===== src/rtl/pipe_ctrl_pkg.sv =====
// Shared CPU global header: control-op and exception encodings,
// control register indices and widths, and write-truncation helpers.
package pipe_ctrl_pkg;

    localparam int XLEN  = 32;
    localparam int PC_W  = 30;
    localparam int CR_AW = 5;
    localparam int IRQ_W = 8;

    typedef enum logic [1:0] {
        CTRL_NOP  = 2'd0,
        CTRL_WRCR = 2'd1,
        CTRL_EXRT = 2'd2
    } ctrl_op_e;

    typedef enum logic [2:0] {
        EXP_NONE     = 3'd0,
        EXP_EXT_INT  = 3'd1,
        EXP_UNDEF    = 3'd2,
        EXP_OVERFLOW = 3'd3,
        EXP_MISALIGN = 3'd4,
        EXP_TRAP     = 3'd5,
        EXP_PRV_VIO  = 3'd6
    } exp_code_e;

    localparam logic [CR_AW-1:0] CR_STATUS     = 5'd0;
    localparam logic [CR_AW-1:0] CR_PRE_STATUS = 5'd1;
    localparam logic [CR_AW-1:0] CR_INT_MASK   = 5'd2;
    localparam logic [CR_AW-1:0] CR_INT_CAUSE  = 5'd3;
    localparam logic [CR_AW-1:0] CR_EXP_VECTOR = 5'd4;
    localparam logic [CR_AW-1:0] CR_EPC        = 5'd5;
    localparam logic [CR_AW-1:0] CR_EXP_INFO   = 5'd6;

    function automatic logic creg_wr_ok(input logic [CR_AW-1:0] idx);
        return (idx <= CR_EXP_INFO) && (idx != CR_INT_CAUSE);
    endfunction

    // Value a write of d to idx would read back as.
    function automatic logic [XLEN-1:0] creg_trunc(
        input logic [CR_AW-1:0] idx,
        input logic [XLEN-1:0]  d
    );
        logic [XLEN-1:0] r;
        r = '0;
        case (idx)
            CR_STATUS, CR_PRE_STATUS: r = {30'b0, d[1:0]};
            CR_INT_MASK:              r = {24'b0, d[7:0]};
            CR_EXP_VECTOR, CR_EPC:    r = {2'b0, d[29:0]};
            CR_EXP_INFO:              r = {28'b0, d[3:0]};
            default:                  r = '0;
        endcase
        return r;
    endfunction

endpackage


===== src/rtl/pipe_ctrl_creg_file.sv =====
// Control register file: irq synchronizer, exception capture,
// EXRT restore, WRCR writes and same-cycle read forwarding.
module creg_file
    import pipe_ctrl_pkg::*;
(
    input  logic             clk,
    input  logic             reset,
    input  logic [IRQ_W-1:0] irq,
    input  logic             wr_en,
    input  logic [CR_AW-1:0] wr_addr,
    input  logic [XLEN-1:0]  wr_data,
    input  logic             exp_take,
    input  logic [PC_W-1:0]  exp_pc,
    input  logic             exp_dly,
    input  logic [2:0]       exp_code,
    input  logic             exrt,
    input  logic [CR_AW-1:0] rd_addr,
    output logic [XLEN-1:0]  rd_data,
    output logic [1:0]       status,
    output logic [IRQ_W-1:0] int_mask,
    output logic [IRQ_W-1:0] int_cause,
    output logic [PC_W-1:0]  exp_vector,
    output logic [PC_W-1:0]  epc
);

    logic [1:0]       status_q, status_d;
    logic [1:0]       pre_status_q, pre_status_d;
    logic [IRQ_W-1:0] int_mask_q, int_mask_d;
    logic [IRQ_W-1:0] int_cause_q, int_cause_d;
    logic [IRQ_W-1:0] irq_s1_q, irq_s1_d;
    logic [IRQ_W-1:0] irq_s2_q, irq_s2_d;
    logic [PC_W-1:0]  exp_vector_q, exp_vector_d;
    logic [PC_W-1:0]  epc_q, epc_d;
    logic [3:0]       exp_info_q, exp_info_d;
    logic             wr_ok;

    assign wr_ok = wr_en && creg_wr_ok(wr_addr);

    always_comb begin
        status_d     = status_q;
        pre_status_d = pre_status_q;
        int_mask_d   = int_mask_q;
        exp_vector_d = exp_vector_q;
        epc_d        = epc_q;
        exp_info_d   = exp_info_q;
        irq_s1_d     = irq;
        irq_s2_d     = irq_s1_q;
        int_cause_d  = irq_s2_q;
        if (exp_take) begin
            epc_d        = exp_dly ? exp_pc - 30'd1 : exp_pc;
            exp_info_d   = {exp_dly, exp_code};
            pre_status_d = status_q;
            status_d     = 2'b00;
        end else if (exrt) begin
            status_d = pre_status_q;
        end else if (wr_ok) begin
            case (wr_addr)
                CR_STATUS:     status_d     = wr_data[1:0];
                CR_PRE_STATUS: pre_status_d = wr_data[1:0];
                CR_INT_MASK:   int_mask_d   = wr_data[7:0];
                CR_EXP_VECTOR: exp_vector_d = wr_data[29:0];
                CR_EPC:        epc_d        = wr_data[29:0];
                CR_EXP_INFO:   exp_info_d   = wr_data[3:0];
                default: ;
            endcase
        end
    end

    always_ff @(posedge clk or negedge reset) begin
        if (!reset) begin
            status_q     <= '0;
            pre_status_q <= '0;
            int_mask_q   <= '1;
            int_cause_q  <= '0;
            irq_s1_q     <= '0;
            irq_s2_q     <= '0;
            exp_vector_q <= '0;
            epc_q        <= '0;
            exp_info_q   <= '0;
        end else begin
            status_q     <= status_d;
            pre_status_q <= pre_status_d;
            int_mask_q   <= int_mask_d;
            int_cause_q  <= int_cause_d;
            irq_s1_q     <= irq_s1_d;
            irq_s2_q     <= irq_s2_d;
            exp_vector_q <= exp_vector_d;
            epc_q        <= epc_d;
            exp_info_q   <= exp_info_d;
        end
    end

    always_comb begin
        rd_data = '0;
        case (rd_addr)
            CR_STATUS:     rd_data = {30'b0, status_q};
            CR_PRE_STATUS: rd_data = {30'b0, pre_status_q};
            CR_INT_MASK:   rd_data = {24'b0, int_mask_q};
            CR_INT_CAUSE:  rd_data = {24'b0, int_cause_q};
            CR_EXP_VECTOR: rd_data = {2'b0, exp_vector_q};
            CR_EPC:        rd_data = {2'b0, epc_q};
            CR_EXP_INFO:   rd_data = {28'b0, exp_info_q};
            default:       rd_data = '0;
        endcase
        if (wr_ok && wr_addr == rd_addr)
            rd_data = creg_trunc(rd_addr, wr_data);
    end

    assign status     = status_q;
    assign int_mask   = int_mask_q;
    assign int_cause  = int_cause_q;
    assign exp_vector = exp_vector_q;
    assign epc        = epc_q;

endmodule


===== src/rtl/pipe_ctrl.sv =====
// Pipeline control: stall/flush arbitration, exception and EXRT
// redirects, and interrupt detection over the control register file.
module pipe_ctrl
    import pipe_ctrl_pkg::*;
(
    input  logic             clk,
    input  logic             reset,
    input  logic             if_busy,
    input  logic             ld_hazard,
    input  logic             mem_busy,
    input  logic [IRQ_W-1:0] irq,
    input  logic [PC_W-1:0]  mem_pc,
    input  logic             mem_en,
    input  logic             mem_br_flag,
    input  logic [1:0]       mem_ctrl_op,
    input  logic [CR_AW-1:0] mem_dst_addr,
    input  logic [2:0]       mem_exp_code,
    input  logic [XLEN-1:0]  mem_out,
    input  logic [CR_AW-1:0] creg_rd_addr,
    output logic [XLEN-1:0]  creg_rd_data,
    output logic             if_stall,
    output logic             id_stall,
    output logic             ex_stall,
    output logic             mem_stall,
    output logic             if_flush,
    output logic             id_flush,
    output logic             ex_flush,
    output logic             mem_flush,
    output logic [PC_W-1:0]  new_pc,
    output logic             br_flag,
    output logic             int_detect,
    output logic             exe_mode
);

    logic [1:0]       status;
    logic [IRQ_W-1:0] int_mask;
    logic [IRQ_W-1:0] int_cause;
    logic [PC_W-1:0]  exp_vector;
    logic [PC_W-1:0]  epc;
    logic             exp_hit, exrt_hit, wrcr_hit;
    logic             exp_take, exrt_take, wr_en;

    assign exp_hit  = mem_en && (mem_exp_code != EXP_NONE);
    assign exrt_hit = mem_en && (mem_ctrl_op == CTRL_EXRT);
    assign wrcr_hit = mem_en && (mem_ctrl_op == CTRL_WRCR);

    always_comb begin
        {if_stall, id_stall, ex_stall, mem_stall} = 4'b0;
        {if_flush, id_flush, ex_flush, mem_flush} = 4'b0;
        new_pc    = '0;
        br_flag   = 1'b0;
        exp_take  = 1'b0;
        exrt_take = 1'b0;
        wr_en     = 1'b0;
        priority case (1'b1)
            !reset: ;
            mem_busy: begin
                {if_stall, id_stall, ex_stall, mem_stall} = 4'hF;
            end
            exp_hit: begin
                {if_flush, id_flush, ex_flush, mem_flush} = 4'hF;
                new_pc   = exp_vector;
                br_flag  = 1'b1;
                exp_take = 1'b1;
            end
            exrt_hit: begin
                {if_flush, id_flush, ex_flush, mem_flush} = 4'hF;
                new_pc    = epc;
                br_flag   = 1'b1;
                exrt_take = 1'b1;
            end
            default: begin
                // WRCR has no pipeline effect, so hazards still apply.
                wr_en = wrcr_hit;
                if (ld_hazard) begin
                    if_stall = 1'b1;
                    id_stall = 1'b1;
                    ex_flush = 1'b1;
                end else if (if_busy) begin
                    if_stall = 1'b1;
                    id_flush = 1'b1;
                end
            end
        endcase
    end

    creg_file u_creg (
        .clk        (clk),
        .reset      (reset),
        .irq        (irq),
        .wr_en      (wr_en),
        .wr_addr    (mem_dst_addr),
        .wr_data    (mem_out),
        .exp_take   (exp_take),
        .exp_pc     (mem_pc),
        .exp_dly    (mem_br_flag),
        .exp_code   (mem_exp_code),
        .exrt       (exrt_take),
        .rd_addr    (creg_rd_addr),
        .rd_data    (creg_rd_data),
        .status     (status),
        .int_mask   (int_mask),
        .int_cause  (int_cause),
        .exp_vector (exp_vector),
        .epc        (epc)
    );

    assign int_detect = status[1] & |(int_cause & ~int_mask);
    assign exe_mode   = status[0];

endmodule


===== config.mk =====
export PLATFORM = sky130hd
export DESIGN_NAME = pipe_ctrl
export DESIGN_NICKNAME = d
export VERILOG_FILES = /design/src/rtl/pipe_ctrl_pkg.sv /design/src/rtl/pipe_ctrl_creg_file.sv /design/src/rtl/pipe_ctrl.sv
export SDC_FILE = /design/constraint.sdc
export NUM_CORES = 1
export LEC_CHECK = 0
export CAP_MARGIN = 20
export CELL_PAD_IN_SITES_DETAIL_PLACEMENT = 2
export CELL_PAD_IN_SITES_GLOBAL_PLACEMENT = 2
export CORE_MARGIN = 8
export CORE_UTILIZATION = 32
export DETAILED_ROUTE_END_ITERATION = 8
export PLACE_DENSITY = 0.95
export SYNTH_ARGS = -nofsm -noshare
export SYNTH_HDL_FRONTEND = slang
export SYNTH_SLANG_ARGS = --single-unit

===== constraint.sdc =====
create_clock -name clk -period 8.3 [get_ports clk]
set_input_delay 2.075 -clock clk [delete_from_list [all_inputs] [get_ports clk]]
set_output_delay 2.075 -clock clk [all_outputs]
set_load 0.1 [all_outputs]

==> CHANGELOG.md <==
## Flow update

* Setup bufs post-CTS at 0
* Worst-margin pin slew at 0.988 ns
* Share of flip-flops with an asynchronous set or reset at 1.00
* Cell count listed in synth_stat.txt at a little under 600
* Critical path's top delay family: simple AND/OR/NAND/NOR gates
* Arrival time of the worst setup path at 5.15 ns
* Critical path launch point: creg_rd_addr[3]
* Synthesis warning total at 0
* Dominant cells by area after synthesis: sky130_fd_sc_hd__dfrtp_1, sky130_fd_sc_hd__mux2i_1, sky130_fd_sc_hd__mux2_1
* Cell area power density at 156 mW/mm2
* Cell Chain, Critical Path: clkdlybuf4s50_1, or4b_1, nor2_2, buf_4, a22oi_1, o21ai_1, buf_4
* Registers, synthesis at around 100
* Total negative slack for setup checks at 0 ns
* DRC viols at 0
* Total count of hold-check failures in the final report at 0
* Top cell by count, worst path: sky130_fd_sc_hd__buf_4
* CTS clk-pin slew, worst paths at 0.08 ns
* Number of failing setup endpoints in the final timing report at 0
* Max clock buf depth at 2
* Final-report max-slew violation count at 0
* RD Place Congestion at 0.855
* Critical register-to-register path endpoint: u_creg.status[0]
* Largest net degree at the start of global routing at slightly above 40
* Net switching power at 404 uW
* I/O pin count at roughly 170
* HPWL reported at the end of detailed placement at approximately 18000 um
* Clock network fraction of design power at 0.346
* Via count of the routed design at 5391
* Hold crit path type: register to register
* Count of port buffers added during placement at 160
* Final period util at 0.871
* Initial antenna violation count at 2
* Leak Pwr at 3.51 nW
* Late-Pin Clk Latency at roughly 0.36 ns
* Post-synthesis cell type with the largest combined area: sky130_fd_sc_hd__dfrtp_1
* R2r startpoint: u_creg.pre_status_q[0]
* Kind of end point of the critical path: output pin
* Die Width at ~150 um
* Most common cell after layout, fill and taps aside: sky130_fd_sc_hd__clkdlybuf4s50_1
* Delay contributed by the slowest stage of the critical path at about 0.81 ns
* Worst endpoint required time at 6.23 ns
* Number of enable flip-flop cells at 0
* Netlist Area Pre-Place at 0.00596 mm2
* Layout Nets at 819
* Proportion of netlist area held by the largest area contributor at 0.386
* Violation count after the first detailed-routing iteration at about 260
* Register area share after synthesis at 0.421
* Leading post-synthesis cells by instance count: sky130_fd_sc_hd__dfrtp_1, sky130_fd_sc_hd__mux2i_1, sky130_fd_sc_hd__nand2_1, sky130_fd_sc_hd__o21ai_1, sky130_fd_sc_hd__mux2_1
* Number of max-capacitance violations reported at 0
* Internal portion of total power at about 840 uW
* Vias per inst at 5.57
* Global-route wire length before repair at approximately 37000 um
* YS chip area at 0.00596 mm2
* Number of instances in the synthesized netlist at 584
* Cell count of the worst reg-to-reg path at 3
* Via count of the first global-routing pass at approximately 6400
* Hold bufs inserted after CTS at 0
* Sw Share at 0.325
* Critical Path Stages at 7
* Effective utilization at floorplan at 0.322
* TritonCTS Buffers at 9
* Synth Flop Type: sky130_fd_sc_hd__dfrtp_1
* Chip area at 0.0233 mm2
* Combinational share of power at 0.195
* Residual antenna-violating net count after detailed routing at 0
* Setup repair after global routing missed its margin: false
* Worst setup slack for register-to-register paths at 7.24 ns
* Number of sinks handled by clock tree synthesis at 100
* Root Buffer: sky130_fd_sc_hd__clkbuf_16
* Master of the slowest instance on the critical path: sky130_fd_sc_hd__or4b_1
* Capturing instance or port of the critical path: creg_rd_data[16]
* Most common cell in the netlist: sky130_fd_sc_hd__dfrtp_1
* Most numerous logic cells after layout: sky130_fd_sc_hd__clkdlybuf4s50_1, sky130_fd_sc_hd__dfrtp_1, sky130_fd_sc_hd__buf_4, sky130_fd_sc_hd__mux2i_1, sky130_fd_sc_hd__nand2_1
* Post-Syn Area per Cell at 10.2 um2
* Crit start category: input pin
* Achievable frequency at 138 MHz
* Worst Path Buf+Inv at 3
* Detail-routed net length per standard cell at between 20 and 25 um
* Clock tree from TritonCTS: yes
* Pre-antenna DRT Iters at 4
* Growth of design area from synthesis to finish at 33.7%
* Sequential power share at 0.459
* Post-CTS Resized at 0
* Worst-case vdd ir drop at roughly 0.094 mV
* Clock period minus final worst setup slack at between 7 and 8 ns
* Tool warning count at 28
* Total routing resource utilization after global routing at 0.203
* Critical path type: input pin to output pin
* Run status: completed
* Max_slew headroom at 0.339
* Sum of routed wire length over all layers at ~24000 um
* Share of cells above drive strength 1 at 0.161
* Maximum fanout encountered on the critical timing path at 15
* Aggregate global routing overflow at 0
* Cell Type Count at between 60 and 70
* Final-layout worst hold slack at 0.355 ns
* Core Rows at 50
* CTS H-Tree Depth at 3
==> registers in the layout, indices dropped and copies added, names as in the netlist <==
signal,count
u_creg.epc,30
u_creg.exp_vector,30
u_creg.int_cause,8
u_creg.int_cause_d,8
u_creg.int_mask,8
u_creg.irq_s1_q,8
u_creg.exp_info_q,4
u_creg.pre_status_q,2
u_creg.status,2
==> stage by stage <==
stage,total power [mW],cells,area (um2),setup slack (ns)
final,1.24,967,7980,1.07
after floorplan,0.696,585,5970,1.35
after global placement,0.799,946,7630,1.15
after CTS,1.26,962,7930,1.03
after detailed placement,0.819,946,7630,1.06
after global routing,1.29,967,7980,0.892
==> cell type report <==
class | instances | area [um2]
Antenna cell | 2 | 5.00
Clock buffer | 9 | 225
Clock inverter | 7 | 73.8
Fill cell | 1958 | 10500
Inverter | 21 | 78.8
Multi-Input combinational cell | 418 | 3190
Sequential cell | 100 | 2510
Tap cell | 234 | 293
Timing Repair Buffer | 176 | 1600
==> layer usage <==
layer | share of wire | vias up | track usage
met1 | 0.41 | 2799 | 0.233
met5 | 0 | - | 0
met2 | 0.52 | 136 | 0.368
met4 | 0.020 | 0 | 0.0759
met3 | 0.049 | 25 | 0.0391
li1 | - | 2431 | -
==> worst reg2reg max path: stages, from the launching register on <==
cell                      delay (ns)
sky130_fd_sc_hd__dfrtp_1        0.43
sky130_fd_sc_hd__mux2i_1        0.17
sky130_fd_sc_hd__nor2_1         0.06
sky130_fd_sc_hd__mux2_2         0.29
==> power by group through the flow <==
stage	Sequential [mW]	Combinational [mW]	Clock (mW)
floorplan	0.572	0.124	0
global placement	0.573	0.226	0
global route	0.575	0.259	0.458
CTS	0.570	0.245	0.442
finish	0.571	0.243	0.430
detailed placement	0.578	0.241	0
==> how the worst min path moves through the flow <==
stage                           from                     to  slack (ns)  depth (start not counted)
3_3_place_gp      u_creg.irq_s1_q[7]  u_creg.int_cause_d[7]        0.33                          0
4_1_cts        u_creg.int_cause_d[7]    u_creg.int_cause[7]        0.36                          0
6_report       u_creg.int_cause_d[7]    u_creg.int_cause[7]        0.36                          0
2_1_floorplan  u_creg.int_cause_d[0]    u_creg.int_cause[0]        0.33                          0
3_5_place_dp   u_creg.int_cause_d[7]    u_creg.int_cause[7]        0.34                          0
5_1_grt           u_creg.irq_s1_q[1]  u_creg.int_cause_d[1]        0.36                          0
==> cells by family after synthesis <==
kind of cell | after synthesis | synth area share
flip-flops | 100 | 0.421
other | 1 | 0.000629
adder cells (fa/ha/maj) | 1 | 0.00210
buffers and inverters | 67 | 0.0506
AND/OR/NAND/NOR | 140 | 0.134
AND-OR/OR-AND | 141 | 0.164
multiplexers | 103 | 0.181
XOR/XNOR | 31 | 0.0455
Fig. 1: supply network
Pins as bars on the die edge. Tap cells in grey.
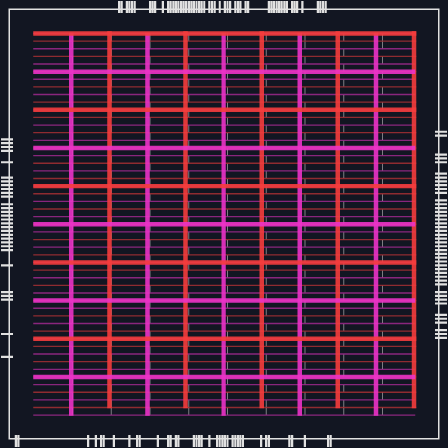
[VDD] red
[VSS] magenta
met5 straps: 10
signal pins: 165
tap cells: 234
met4 straps: 10
met1 rails: 51
die span in y: 153 um
area of the core: 0.0185 mm2

Fig. 2: clock network drawn from the DEF
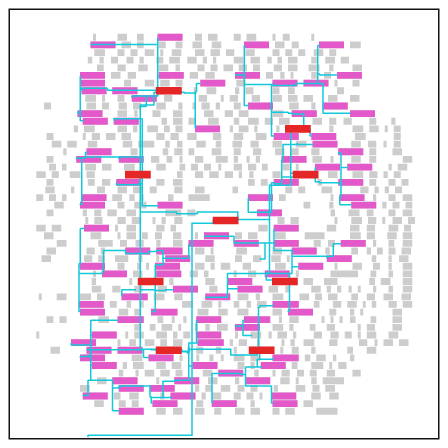
[flip-flops] magenta | count: 100
[clock drivers] red | count: 9
[clock wires] cyan | length: 1420 um
routed clock nets: 10
clock network power: 430 uW
final worst clock skew: 0.00494 ns

Fig. 3: routing congestion map
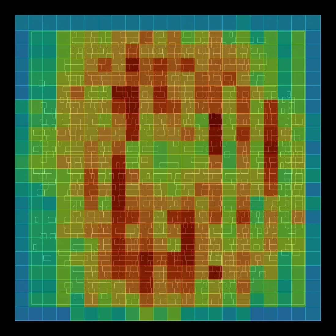
global routing met2 resource utilization: 0.368
most heavily used metal layer in global routing: met2
final core utilization: 0.431

Fig. 4: sequential cells grouped by signal name
Other sequential cells in the stronger grey, the rest of the logic in the fainter grey.
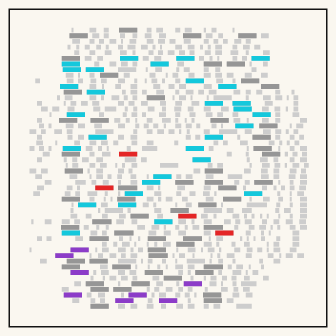
[u_creg.epc] cyan | sequential cells: 30
[u_creg.exp_info_q] red | sequential cells: 4 | where: middle
[u_creg.irq_s1_q] purple | sequential cells: 8

No activity file was given, so power comes from the tool's default toggle rates.
